Sizing map:
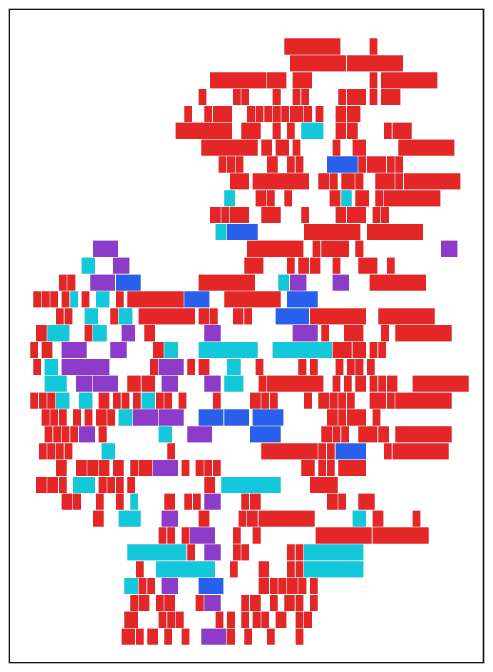
Metal 1:
Supply wires on this layer in gray. Cells faint in the background.
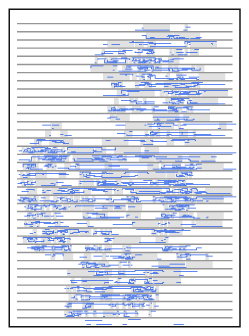
Clock network drawn from the DEF:
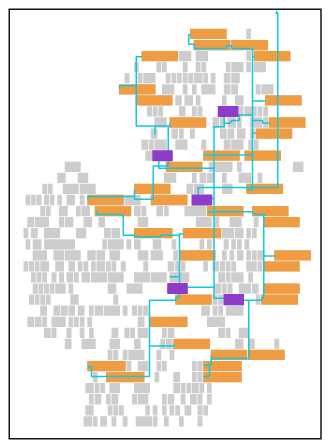
Cells colored by class:
Bar = 20 um.
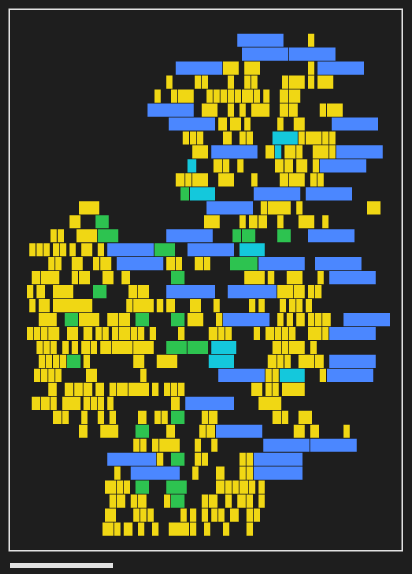
**src/rtl/serial_scheduler.sv**
```systemverilog
// Round-robin byte scheduler feeding a serializer: sends COM training symbols after
// reset/retrain, then grants one requester byte per clk_4f cycle.
module serial_scheduler #(
    parameter int         TRAIN_CYCLES = 8,
    parameter logic [7:0] COM          = 8'hBC
) (
    input  logic        clk_4f,
    input  logic        reset,
    input  logic [3:0]  req,
    input  logic [7:0]  data_in0,
    input  logic [7:0]  data_in1,
    input  logic [7:0]  data_in2,
    input  logic [7:0]  data_in3,
    input  logic        retrain,
    output logic [3:0]  pop,
    output logic [7:0]  data_out,
    output logic        valid_out,
    output logic [1:0]  grant_id,
    output logic        trained,
    output logic [15:0] bytes_sent
);

    typedef enum logic {TRAIN, ACTIVE} state_t;

    localparam logic [7:0] TRAIN_LOAD = 8'(TRAIN_CYCLES);

    state_t      state_q, state_d;
    logic [7:0]  cnt_q, cnt_d;
    logic [1:0]  rr_q, rr_d;
    logic [7:0]  dout_q, dout_d;
    logic        vld_q, vld_d;
    logic [1:0]  gid_q, gid_d;
    logic [15:0] bs_q, bs_d;

    logic [7:0]  din [4];
    logic        gnt_found;
    logic [1:0]  gnt_idx;
    logic [1:0]  idx;
    logic [3:0]  pop_raw;

    assign din[0] = data_in0;
    assign din[1] = data_in1;
    assign din[2] = data_in2;
    assign din[3] = data_in3;

    // First requester at or after rr_q; 2-bit index wraps modulo 4 naturally.
    always_comb begin
        gnt_found = 1'b0;
        gnt_idx   = rr_q;
        idx       = rr_q;
        for (int k = 0; k < 4; k++) begin
            idx = rr_q + 2'(k);
            if (!gnt_found && req[idx]) begin
                gnt_found = 1'b1;
                gnt_idx   = idx;
            end
        end
    end

    always_comb begin
        state_d = state_q;
        cnt_d   = cnt_q;
        rr_d    = rr_q;
        dout_d  = COM;
        vld_d   = 1'b0;
        gid_d   = gid_q;
        bs_d    = bs_q;
        pop_raw = 4'b0000;
        case (state_q)
            TRAIN: begin
                if (retrain) begin
                    cnt_d = TRAIN_LOAD;
                end else if (cnt_q <= 8'd1) begin
                    state_d = ACTIVE;
                    cnt_d   = TRAIN_LOAD;
                end else begin
                    cnt_d = cnt_q - 8'd1;
                end
            end
            ACTIVE: begin
                if (retrain) begin
                    state_d = TRAIN;
                    cnt_d   = TRAIN_LOAD;
                end else if (gnt_found) begin
                    pop_raw = 4'b0001 << gnt_idx;
                    dout_d  = din[gnt_idx];
                    vld_d   = 1'b1;
                    gid_d   = gnt_idx;
                    rr_d    = gnt_idx + 2'd1;
                    bs_d    = bs_q + 16'd1;
                end
            end
            default: state_d = TRAIN;
        endcase
    end

    // A strobe during reset would drain a FIFO byte that is never sent.
    assign pop = reset ? 4'b0000 : pop_raw;

    always_ff @(posedge clk_4f or posedge reset) begin
        if (reset) begin
            state_q <= TRAIN;
            cnt_q   <= TRAIN_LOAD;
            rr_q    <= 2'd0;
            dout_q  <= COM;
            vld_q   <= 1'b0;
            gid_q   <= 2'd0;
            bs_q    <= 16'd0;
        end else begin
            state_q <= state_d;
            cnt_q   <= cnt_d;
            rr_q    <= rr_d;
            dout_q  <= dout_d;
            vld_q   <= vld_d;
            gid_q   <= gid_d;
            bs_q    <= bs_d;
        end
    end

    assign data_out   = dout_q;
    assign valid_out  = vld_q;
    assign grant_id   = gid_q;
    assign trained    = (state_q == ACTIVE);
    assign bytes_sent = bs_q;

endmodule

```
**config.mk**
```make
export PLATFORM = sky130hd
export DESIGN_NAME = serial_scheduler
export DESIGN_NICKNAME = d
export VERILOG_FILES = /design/src/rtl/serial_scheduler.sv
export SDC_FILE = /design/constraint.sdc
export NUM_CORES = 1
export LEC_CHECK = 0
export ABC_AREA = 1
export CORE_ASPECT_RATIO = 1.4
export CORE_MARGIN = 2
export CORE_UTILIZATION = 35
export DETAILED_ROUTE_END_ITERATION = 6
export DONT_BUFFER_PORTS = 1
export GPL_TIMING_DRIVEN = 0
export PLACE_DENSITY = 0.58
export SLEW_MARGIN = 20
export SYNTH_ARGS = -nofsm -noshare
export SYNTH_HDL_FRONTEND = slang
export SYNTH_SLANG_ARGS = --single-unit
export TNS_END_PERCENT = 30
```
**constraint.sdc**
```tcl
create_clock -name clk_4f -period 3.25 [get_ports clk_4f]
set_input_delay 0.975 -clock clk_4f [delete_from_list [all_inputs] [get_ports clk_4f]]
set_output_delay 0.975 -clock clk_4f [all_outputs]
set_load 0.03 [all_outputs]
```
==> datasheet_impl.txt <==
Summary of implementation characteristics

Parameter                              Value

Run status
  Result of the run    completed

Placement
  Instance count after placement with tap cells included    around 460
  Final estimated routing congestion in global placement    about 0.85
  Dpl hpwl    just under 5000 um
  Number of buffers added on ports    0
  DP Worst Slack    -0.4686 ns

Yosys
  Main flop type    sky130_fd_sc_hd__dfrtp_1
  Post-synthesis average cell area    7.088 sq um
  Share of flip-flops with an asynchronous set or reset    1.000
  Count of unique library cells instantiated by Yosys    34
  Post-synthesis cell count from yosys    around 360
  Count of yosys warnings during synthesis    0
  Post-synth EDFFs    0

Pwr
  Power drawn by the sequential cells    0.983 mW
  Power per Cell Area    around 1200 mW/mm^2
  Switching part of the total    0.5366
  Part of the power in combinational logic    0.618
  Power group with the highest consumption    combinational logic
  Power in combinational cells    around 2.1 mW

Critical path
  Category of the most critical setup path    input port to output pin
  Crit path top cell by count    sky130_fd_sc_hd__nand2_1
  Slowest cell on the critical path    sky130_fd_sc_hd__nor2_4
  Cell breakdown of the critical path    nand2_1 > nand2_1 > nand2_2 > nand2_4 > nand2_2 > nand2_1 > nand3_1 > nand3_1 > nand2_4 > nand2_1 > nor2_4
  Maximum fanout encountered on the critical timing path    10
  Setup slack, reg-to-reg    1.20 ns
  Crit end category    output pin
  Slowest cell delay on critical path    0.22 ns

Job
  Number of logged tool warnings    28
  Max Cap Viol    0

Timing
  Achievable frequency    around 0.32 GHz
  Part of the cycle the worst path needs    0.9665

Cells and area
  Multi-input combinational cell area    0.001425 sq mm
  Leading cell type in the layout, fill and taps excluded    sky130_fd_sc_hd__nand2_1
  Diode count    0
  Dominant logic cell types in the final layout    sky130_fd_sc_hd__nand2_1 (119), sky130_fd_sc_hd__inv_1 (39), sky130_fd_sc_hd__nand3_1 (32)
  Total number of nets in the final design    around 420
  Clock-cell share    0.03088

Global route
  Met1 routing resource usage after global routing    0.1928
  Antenna violations before repair    0
  Global routing met3 resource utilization    0.04750
  Top Usage Layer GRT    met2

Floorplan
  Initial core utilization    0.3641
  Die ar.    0.008020 sq mm
  Die X    76.26 um
  Number of rows in the core area    36

Min path
  Classification of the worst-slack hold path    flip-flop to flip-flop

Routing
  Drt pass-1 iters    5
  Vias per cell    roughly 4.9
  Met2 Wirelength    between 3000 and 4000 um
-- 'sizing map' (at the start) --
x6 and larger -> blue  # cells 12, share 3.1%
x3 and x4 -> purple  # cells 29, share 7.6%
x1 and smaller -> red  # cells 307, share 80%
x2 -> cyan  # cells 35, share 9.1%
total non-filler cell area in the finished layout: 0.002958 sq mm
area growth from synthesis to layout: 15.60%
Non-Clock Buffer Count: 22
Final Worst Setup Slack: 0.1089 ns

-- 'metal 1' (at the start) --
main direction = horizontal
nets with wire on the layer = 387
wire length on this layer = 2700 um

-- 'clock network drawn from the DEF' (at the start) --
flip-flops -> orange  # count 38
clock wires -> cyan  # length 491 um
clock-net drivers -> purple  # count 5
routed clock nets = 6
clock network latency to the later pin of the worst-skew pair: 0.29 ns
Clock Skew: 0.006038 ns
clock network power share: 0.097
clock-net power: 0.333 mW

-- 'cells colored by class' (at the start) --
registers -> blue  # cells 38
clock drivers and dummy loads -> cyan  # cells 8
remaining logic cells -> yellow  # cells 315
remaining buffers and delay cells -> green  # cells 22
share of cell area taken by flip-flops and latches: 0.3244
Core ar.: 0.007027 sq mm
share of the core filled with cells: 0.4209

No activity file was given, so power comes from the tool's default toggle rates.
